`src/rtl/uart_tx_frame_if.sv`:
```
// Producer-side handshake for uart_tx_frame: level-sensitive valid/ready
// with the data word to serialise.
interface uart_tx_frame_if #(
  parameter int MAX_DATA_W = 9
);
  logic                  iTx_Val;
  logic [MAX_DATA_W-1:0] iData;
  logic                  oTx_Rdy;

  modport master (
    output iTx_Val,
    output iData,
    input  oTx_Rdy
  );

  modport slave (
    input  iTx_Val,
    input  iData,
    output oTx_Rdy
  );
endinterface

```
`src/rtl/uart_tx_frame.sv`:
```
// UART transmitter with runtime divider, 5..MAX_DATA_W data bits and 1/2 stop bits.
// Define UART_TX_PARITY_EN to build the odd/even PARITY state.
module uart_tx_frame #(
  parameter int DIV_W      = 16,
  parameter int MAX_DATA_W = 9
) (
  input  logic              Clk,
  input  logic              Rst_n,
  uart_tx_frame_if.slave    txIf,
  input  logic [DIV_W-1:0]  iBaud_Div,
  input  logic [3:0]        iData_Len,
  input  logic              iStop2,
  input  logic [1:0]        iParity_Mode,
  output logic              oBit,
  output logic              oTx_Done,
  output logic              oBusy
);

`ifdef UART_TX_PARITY_EN
  typedef enum logic [2:0] {IDLE, START, DATA, PARITY, STOP} txState_t;
`else
  typedef enum logic [2:0] {IDLE, START, DATA, STOP} txState_t;
`endif

  txState_t              stateReg, stateNext;
  logic [DIV_W-1:0]      cntReg, cntNext;
  logic [DIV_W-1:0]      divReg, divNext;
  logic [3:0]            idxReg, idxNext;
  logic [3:0]            lenReg, lenNext;
  logic [MAX_DATA_W-1:0] shiftReg, shiftNext;
  logic                  stop2Reg, stop2Next;
  logic                  bitReg, bitNext;
  logic                  rdyReg, rdyNext;
  logic                  doneReg, doneNext;
  logic                  busyReg;

  logic [DIV_W-1:0]      divClamp;
  logic [3:0]            lenClamp;
  logic [MAX_DATA_W-1:0] lenMask;
  logic [MAX_DATA_W-1:0] dataMasked;
  logic                  bitEnd;
  logic                  dataLast;
  logic                  stopLast;

`ifdef UART_TX_PARITY_EN
  logic parEnReg, parEnNext;
  logic parBitReg, parBitNext;
`else
  logic unusedParityMode;
  assign unusedParityMode = ^iParity_Mode;
`endif

  assign divClamp = (iBaud_Div < DIV_W'(2)) ? DIV_W'(2) : iBaud_Div;

  always_comb begin
    lenClamp = iData_Len;
    if (iData_Len < 4'd5)
      lenClamp = 4'd5;
    else if (iData_Len > 4'(MAX_DATA_W))
      lenClamp = 4'(MAX_DATA_W);
  end

  // Bits above the frame length are zeroed so they cannot leak into parity.
  generate
    for (genvar gi = 0; gi < MAX_DATA_W; gi++) begin : genLenMask
      assign lenMask[gi] = (4'(gi) < lenClamp);
    end
  endgenerate

  assign dataMasked = txIf.iData & lenMask;
  assign bitEnd     = (cntReg == divReg - DIV_W'(1));
  assign dataLast   = (idxReg == lenReg - 4'd1);
  assign stopLast   = (idxReg == {3'b000, stop2Reg});

  always_ff @(posedge Clk or negedge Rst_n) begin
    if (!Rst_n) begin
      stateReg  <= IDLE;
      cntReg    <= '0;
      divReg    <= '0;
      idxReg    <= '0;
      lenReg    <= '0;
      shiftReg  <= '0;
      stop2Reg  <= 1'b0;
      bitReg    <= 1'b1;
      rdyReg    <= 1'b1;
      doneReg   <= 1'b0;
      busyReg   <= 1'b0;
`ifdef UART_TX_PARITY_EN
      parEnReg  <= 1'b0;
      parBitReg <= 1'b0;
`endif
    end else begin
      stateReg  <= stateNext;
      cntReg    <= cntNext;
      divReg    <= divNext;
      idxReg    <= idxNext;
      lenReg    <= lenNext;
      shiftReg  <= shiftNext;
      stop2Reg  <= stop2Next;
      bitReg    <= bitNext;
      rdyReg    <= rdyNext;
      doneReg   <= doneNext;
      busyReg   <= ~rdyNext;
`ifdef UART_TX_PARITY_EN
      parEnReg  <= parEnNext;
      parBitReg <= parBitNext;
`endif
    end
  end

  always_comb begin
    stateNext  = stateReg;
    cntNext    = cntReg;
    divNext    = divReg;
    idxNext    = idxReg;
    lenNext    = lenReg;
    shiftNext  = shiftReg;
    stop2Next  = stop2Reg;
    bitNext    = bitReg;
    rdyNext    = rdyReg;
    doneNext   = 1'b0;
`ifdef UART_TX_PARITY_EN
    parEnNext  = parEnReg;
    parBitNext = parBitReg;
`endif
    case (stateReg)
      IDLE: begin
        bitNext = 1'b1;
        rdyNext = 1'b1;
        // Frame format is frozen here; later input changes wait for the next word.
        if (txIf.iTx_Val && rdyReg) begin
          stateNext = START;
          bitNext   = 1'b0;
          rdyNext   = 1'b0;
          cntNext   = '0;
          idxNext   = '0;
          shiftNext = dataMasked;
          divNext   = divClamp;
          lenNext   = lenClamp;
          stop2Next = iStop2;
`ifdef UART_TX_PARITY_EN
          parEnNext  = (iParity_Mode == 2'b01) || (iParity_Mode == 2'b10);
          parBitNext = (iParity_Mode == 2'b01) ? ~(^dataMasked) : ^dataMasked;
`endif
        end
      end
      START: begin
        if (bitEnd) begin
          stateNext = DATA;
          cntNext   = '0;
          bitNext   = shiftReg[0];
          shiftNext = shiftReg >> 1;
        end else begin
          cntNext = cntReg + DIV_W'(1);
        end
      end
      DATA: begin
        if (bitEnd) begin
          cntNext = '0;
          if (dataLast) begin
            idxNext   = '0;
            stateNext = STOP;
            bitNext   = 1'b1;
`ifdef UART_TX_PARITY_EN
            if (parEnReg) begin
              stateNext = PARITY;
              bitNext   = parBitReg;
            end
`endif
          end else begin
            idxNext   = idxReg + 4'd1;
            bitNext   = shiftReg[0];
            shiftNext = shiftReg >> 1;
          end
        end else begin
          cntNext = cntReg + DIV_W'(1);
        end
      end
`ifdef UART_TX_PARITY_EN
      PARITY: begin
        if (bitEnd) begin
          stateNext = STOP;
          cntNext   = '0;
          idxNext   = '0;
          bitNext   = 1'b1;
        end else begin
          cntNext = cntReg + DIV_W'(1);
        end
      end
`endif
      STOP: begin
        bitNext = 1'b1;
        if (bitEnd) begin
          cntNext = '0;
          if (stopLast) begin
            stateNext = IDLE;
            idxNext   = '0;
            rdyNext   = 1'b1;
            doneNext  = 1'b1;
          end else begin
            idxNext = idxReg + 4'd1;
          end
        end else begin
          cntNext = cntReg + DIV_W'(1);
        end
      end
      default: begin
        stateNext = IDLE;
        bitNext   = 1'b1;
        rdyNext   = 1'b1;
      end
    endcase
  end

  assign oBit         = bitReg;
  assign oTx_Done     = doneReg;
  assign oBusy        = busyReg;
  assign txIf.oTx_Rdy = rdyReg;

endmodule
```
`src/flat_wrapper.sv`:
```
// flat-port wrapper written by rule: the top's interface ports become plain ports
module uart_tx_frame_flat 
#(
  parameter int DIV_W      = 16,
  parameter int MAX_DATA_W = 9
)
  (Clk, Rst_n, iBaud_Div, iData_Len, iStop2, iParity_Mode, oBit, oTx_Done, oBusy, txIf_iTx_Val, txIf_iData, txIf_oTx_Rdy);
  uart_tx_frame_if #(.MAX_DATA_W(MAX_DATA_W)) txIf_i ();
  input  logic Clk;
  input  logic Rst_n;
  input  logic [DIV_W-1:0] iBaud_Div;
  input  logic [3:0] iData_Len;
  input  logic iStop2;
  input  logic [1:0] iParity_Mode;
  output logic oBit;
  output logic oTx_Done;
  output logic oBusy;
  input wire logic [$bits(txIf_i.iTx_Val)-1:0] txIf_iTx_Val;
  input wire logic [$bits(txIf_i.iData)-1:0] txIf_iData;
  output wire logic [$bits(txIf_i.oTx_Rdy)-1:0] txIf_oTx_Rdy;
  assign txIf_i.iTx_Val = txIf_iTx_Val;
  assign txIf_i.iData = txIf_iData;
  assign txIf_oTx_Rdy = txIf_i.oTx_Rdy;
  uart_tx_frame #(.DIV_W(DIV_W), .MAX_DATA_W(MAX_DATA_W)) u_core (.Clk(Clk), .Rst_n(Rst_n), .txIf(txIf_i), .iBaud_Div(iBaud_Div), .iData_Len(iData_Len), .iStop2(iStop2), .iParity_Mode(iParity_Mode), .oBit(oBit), .oTx_Done(oTx_Done), .oBusy(oBusy));
endmodule
```
`config.mk`:
```
export PLATFORM = sky130hd
export DESIGN_NAME = uart_tx_frame_flat
export DESIGN_NICKNAME = d
export VERILOG_FILES = /design/src/rtl/uart_tx_frame_if.sv /design/src/rtl/uart_tx_frame.sv /design/src/flat_wrapper.sv
export SDC_FILE = /design/constraint.sdc
export NUM_CORES = 1
export LEC_CHECK = 0
export ABC_AREA = 1
export CAP_MARGIN = 20
export CORE_ASPECT_RATIO = 0.9
export CORE_MARGIN = 8
export CORE_UTILIZATION = 57
export CTS_CLUSTER_SIZE = 8
export DETAILED_ROUTE_END_ITERATION = 12
export HOLD_SLACK_MARGIN = 0.15
export PLACE_DENSITY = 0.81
export SYNTH_ARGS = -nofsm -noshare
export SYNTH_HDL_FRONTEND = slang
export SYNTH_SLANG_ARGS = --single-unit
```
`constraint.sdc`:
```
create_clock -name Clk -period 2.5 [get_ports Clk]
set_input_delay 0.25 -clock Clk [delete_from_list [all_inputs] [get_ports Clk]]
set_output_delay 0.25 -clock Clk [all_outputs]
set_load 0.05 [all_outputs]
```
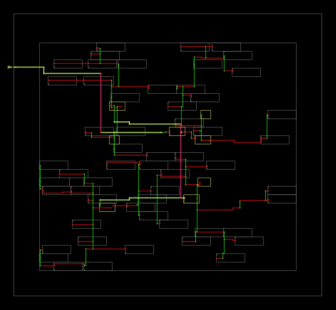
Run 1: the clock network
Flop Count: 56
clk_lat worst skew: 0.32 ns

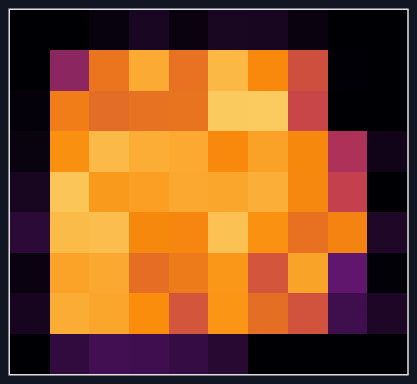
Run 1: placement density heat map
Drawn at 4 px/um. 10 x 9 tiles, from black (low) to pale yellow (high), 0 to 100% covered.
densest ninth of the die	middle
tiles over 75% full	30%
emptiest ninth of the die	top right
mean over tiles	45%
core area: 6080 um2
Core Util, Final: 67.8%

==> results.sh, run 1 <==
# source this file to load flow results
export IMPL_outcome="complete, no violations"
export IMPL_stdcell_area_um2=4120
export IMPL_ys_cells=475
export IMPL_worst_setup_path_start_kind="flop"
export IMPL_initCoreUtil_pct=58.5
export IMPL_yosys_cell_count_top_type="nand2_1"
export IMPL_synth_cell_type_count=34
export IMPL_drv_slew=0
export IMPL_first_pass_iters=4
export IMPL_synthArstFlopShare_pct=100
export IMPL_syn_area_um2=3560
export IMPL_drtIter0Drc=183
export IMPL_cts_path_max_buffers=2
export IMPL_area_growth_pct=15.9
export IMPL_final_layout_size_suffix_gt1_share_pct=8.90
export IMPL_grt_pass1_vias=3102
export IMPL_ys_ff=56
export IMPL_drc=0
export IMPL_tns_ns=0
export IMPL_arrival_ns=2.54
export IMPL_diodes=0
export IMPL_overflow=0
export IMPL_wl_mm=8.00
export IMPL_path_cells="inv_2 -> ha_2 -> inv_1 -> nand2_1 -> nand2_1 -> nor2_1 -> nand2_1 -> nor2_1 -> nand2_1 -> nor2_1 -> nand2_1 -> nor2_4 -> nand2_4 -> a21oi_4 -> nand2_2 -> nand2_1 -> nand2_1"
export IMPL_core_rowCount=27
export IMPL_crit_top_cell="nand2_1"
export IMPL_route_vias_total=3206
export IMPL_area_leaders="dfrtp_1 (38%), nand2_1 (15%), inv_1 (6.0%), nor2_1 (4.7%), nand3_1 (4.6%)"
export IMPL_synthTopCellsByCount="nand2_1 (143), inv_1 (57), dfrtp_1 (54)"
export IMPL_dieArea_um2=9030
export IMPL_period_used_pct=92.7
export IMPL_power_frac_clock_pct=11.9
export IMPL_n_fill_cell=511
export IMPL_dieWidth_um=99.3
export IMPL_nets=560
export IMPL_intPower_mw=2.39
export IMPL_synthCells=475
export IMPL_fin_hold_ws_ns=0.478
export IMPL_worst_path_max_fanout=8
export IMPL_hold_class="input pin to flop"
export IMPL_place_congestion=0.859
export IMPL_ant_nets=0
export IMPL_via_per_inst=5.44
export IMPL_synthesis_nets=519
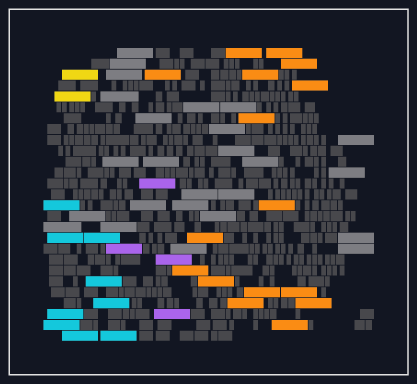
Run 1: sequential cells colored by netlist name
Drawn at 4 px/um.
color	signal	sequential cells
cyan	`u_core.shiftReg`	9
orange	`u_core.divReg`	16
purple	`u_core.lenReg`	4
yellow	`u_core.stateReg`	2
not colored	25
Flop area: 1400 um2
flop share of the area: 34.0%
Seq. pwr: 1.52 mW

-- run 1: kinds of logic after synthesis --
logic type	after synthesis	share of synthesized area [%]
adder cells (fa/ha/maj)	9	3.16
XOR/XNOR	27	6.64
buffers and inverters	68	7.56
AND-OR/OR-AND	57	10.6
multiplexers	5	1.41
flip-flops	56	39.4
AND/OR/NAND/NOR	253	31.2
-- run 1: tightest hold or removal path, delay by kind of cell --
family / cells / cell delay (ns)
AND/OR/NAND/NOR: 2 / 0.12
buffers and inverters: 1 / 0.40
-- run 1: stage by stage --
stage	utilization (%)	setup slack, ns	power (mW)
6_report	67.8	0.184	4.65
3_3_place_gp	65.6	0.172	3.97
2_1_floorplan	-	0.465	3.47
4_1_cts	67.4	0.0886	4.62
5_1_grt	67.8	-0.0275	5.05
3_5_place_dp	65.6	0.123	4.07
-- run 1: per-layer routing --
layer  GRT usage [%]  vias to the layer above  share of wire [%]
li1                -                     1603                  -
met1            23.2                     1511                 44
met2            30.6                       77                 50
met3            3.43                       15                4.1
met4            6.30                        0                2.3
met5               0                        -                  0
-- run 1: sequential cells by signal, indices dropped and copies added (netlist names) --
register and cells:
u_core.cntReg 16, u_core.divReg 16, u_core.idxReg 4, u_core.lenReg 4, u_core.oBit 1, u_core.oBusy 1
u_core.oTx_Done 1, u_core.shiftReg 9, u_core.stateReg 2, u_core.stop2Reg 1, u_core.txIf.oTx_Rdy 1
-- run 1: placed cells by master, fill, tap and decap left out, types with 8 or more instances in the layout --
cell type and n:
xnor2_1 9, inv_1 56, nand3_1 33, nor2_1 44, nand2_1 143, o21ai_2 9, nand4_1 10, ha_1 8
o22ai_1 10, clkdlybuf4s50_1 35, xor2_1 18, o21ai_0 22, dfrtp_1 54
-- run 1: cell type report --
| class | instances | share of cell area [%] |
|---|---|---|
| clock buffers | 5 | 1.67 |
| clock inverters | 3 | 0.698 |
| inverters | 58 | 5.28 |
| multi-input cells | 351 | 46.0 |
| flip-flops and latches | 56 | 34.0 |
| well taps | 72 | 2.18 |
| repair buffers | 44 | 10.1 |
-- run 1: power by group through the flow --
stage	combinational, mW	sequential, mW	clock (mW)
after floorplan	1.93	1.53	0
after global placement	2.45	1.51	0
after detailed placement	2.53	1.53	0
after CTS	2.55	1.51	0.562
after global routing	2.90	1.55	0.596
final	2.58	1.52	0.551
-- run 1: timing repair --
item | 4_1_cts | 5_1_grt
setup endpoints to repair | 0 | 31
buffers inserted | 0 | 2
resized | 0 | 4
hold endpoints to repair | 54 | 0
hold buffers | 1 | 0
-- run 1: final timing paths --
path                               startpoint            endpoint  slack (ns)  depth (start not counted)
min in group asynchronous               Rst_n    u_core.divReg[6]        0.57                          3
min                                    iStop2     u_core.stop2Reg        0.48                          3
max in group asynchronous               Rst_n   u_core.cntReg[11]        1.45                          3
max reg2reg                  u_core.divReg[0]  u_core.stateReg[0]        0.18                         17
min reg2reg                u_core.shiftReg[8]  u_core.shiftReg[8]        0.50                          2
max                          u_core.divReg[0]  u_core.stateReg[0]        0.18                         17
Run 1, met2 routing:
Drawn at 4 px/um.
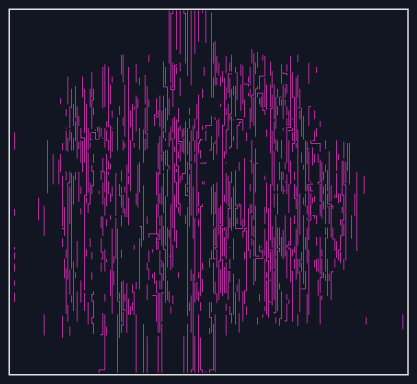

==> inputs of run 2 (changes only) <==
--- a/config.mk
+++ b/config.mk
@@ -13,6 +13,7 @@
 export CTS_CLUSTER_SIZE = 8
 export DETAILED_ROUTE_END_ITERATION = 12
 export HOLD_SLACK_MARGIN = 0.15
+export MAX_ROUTING_LAYER = met4
 export PLACE_DENSITY = 0.81
 export SYNTH_ARGS = -nofsm -noshare
 export SYNTH_HDL_FRONTEND = slang
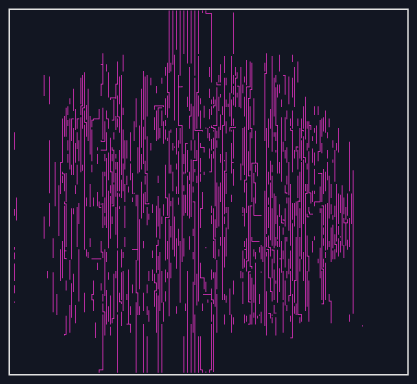
Run 2: met2 routing
Drawn at 4 px/um.
share of all routed wire	50%
main direction	vertical

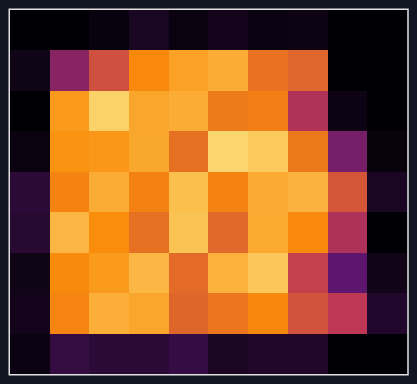
Run 2: placement density heat map
Drawn at 4 px/um. 10 x 9 tiles, from black (low) to pale yellow (high), 0 to 100% covered.
emptiest ninth of the die	top right
tiles over 75% full	28%
densest ninth of the die	middle
Core Util at FP: 58.5%
Core Util, Final: 67.9%

==> results.sh, run 2 <==
# source this file to load flow results
export IMPL_core_area_um2=6080
export IMPL_path_cells="inv_2 -> ha_4 -> nand2_1 -> nand2_1 -> nor2_1 -> nand2_1 -> nor2_1 -> nand2_1 -> nor2_1 -> nand2_1 -> nor2_4 -> nand2_4 -> a21oi_4 -> nand2_4 -> nand2_1 -> nand2_1"
export IMPL_overflow=0
export IMPL_dieArea_um2=9030
export IMPL_first_pass_iters=5
export IMPL_ant_nets=0
export IMPL_outcome="complete, no violations"
export IMPL_place_congestion=0.846
export IMPL_route_vias_total=3177
export IMPL_final_layout_top_logic_cells="nand2_1 (143), inv_1 (55), dfrtp_1 (54)"
export IMPL_ys_cells=475
export IMPL_period_used_pct=90.9
export IMPL_hold_class="input pin to async pin"
export IMPL_yosys_cell_count_top_type="nand2_1"
export IMPL_stdcell_area_um2=4130
export IMPL_syn_area_um2=3560
export IMPL_cts_path_max_buffers=2
export IMPL_synthesis_nets=519
export IMPL_via_per_inst=5.41
export IMPL_wl_mm=8.24
export IMPL_worst_path_max_fanout=8
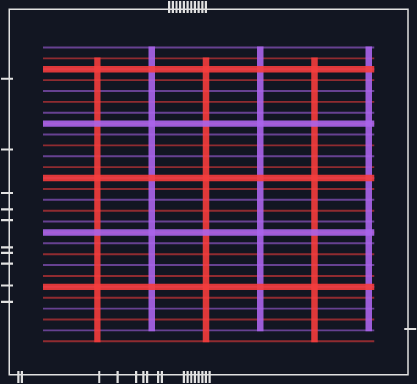
Run 2: power grid
Drawn at 4 px/um. Pins as bars on the die edge.
color	net
purple	VDD
red	VSS
rows	27
met1 rails	28
met4 straps	6
maximum VDD drop: 0.00101 V
Chip Width: 99.3 um
Die H: 91.0 um

==> run 2: netlist changes by cell type in the layout (fill, tap and decap cells not counted), sizes merged <==
cell    change
buf         -2
clkinv      +2
inv         -2
==> run 2: kinds of logic (layout without fill, tap and decap cells) <==
family          Yosys count  in the layout  synth area share [%]
simple gates            253            253                  31.2
buf+inv                  68            108                  7.56
compound gates           57             57                  10.6
flops                    56             56                  39.4
xor+xnor                 27             27                  6.64
fa+ha+maj                 9              9                  3.16
mux                       5              5                  1.41
==> run 2: per-stage QoR <==
stage	instances	util [%]	setup WS, ns
after global routing	587	67.9	0.0379
after global placement	578	65.8	0.170
after floorplan	475	-	0.465
after detailed placement	578	65.8	0.0717
after CTS	587	67.5	0.0206
final	587	67.9	0.227
==> run 2: area by class of cell <==
cell class / count / area (um2) / share of cell area (%)
clock inverters: 3 / 22.5 / 0.545
multi-input cells: 351 / 1910 / 46.3
well taps: 72 / 90.1 / 2.18
inverters: 58 / 218 / 5.27
clock buffers: 5 / 68.8 / 1.67
repair buffers: 42 / 415 / 10.1
flip-flops and latches: 56 / 1400 / 34.0
==> run 2: power by group <==
group          switching (mW)  internal, mW  total [mW]  leakage [nW]
Clock                   0.324         0.202       0.526        0.0485
Combinational            1.64         0.945        2.58          1.26
Sequential              0.300          1.22        1.52         0.719
==> run 2: final timing paths <==
| kind | start | to | slack, ns | cells past startpoint |
|---|---|---|---|---|
| setup / recovery | u_core.divReg[0] | u_core.idxReg[0] | 0.23 | 16 |
| setup reg to reg | u_core.divReg[0] | u_core.idxReg[0] | 0.23 | 16 |
| max in group asynchronous | Rst_n | u_core.txIf.oTx_Rdy | 1.75 | 3 |
| hold reg to reg | u_core.shiftReg[8] | u_core.shiftReg[8] | 0.50 | 2 |
| min in group Clk | iStop2 | u_core.stop2Reg | 0.46 | 3 |
| hold / removal | Rst_n | u_core.cntReg[3] | 0.44 | 3 |
==> run 2: routing by layer <==
metal | GRT usage [%] | vias to the layer above | wire length [um] | share of wire (%)
met4 | 6.17 | 0 | 128 | 1.6
met1 | 23.0 | 1500 | 3690 | 45
met5 | - | - | 0 | 0
met3 | 3.28 | 11 | 272 | 3.3
li1 | - | 1599 | - | -
met2 | 31.4 | 67 | 4150 | 50
==> run 2: timing repair <==
action	4_1_cts	5_1_grt
endpoints found under the setup margin	0	31
resized	0	7
hold endpoints to repair	54	0
hold buffers	1	0
==> run 2: worst max-delay path, delay by kind of cell, from the launching register on <==
family / cells / cell delay, ns
and+or+nand+nor: 13 / 1.08
DFF: 1 / 0.42
AOI/OAI and AO/OA: 1 / 0.30
adders and majority gates: 1 / 0.22
buffers and inverters: 1 / 0.13
No activity file was given, so power comes from the tool's default toggle rates.
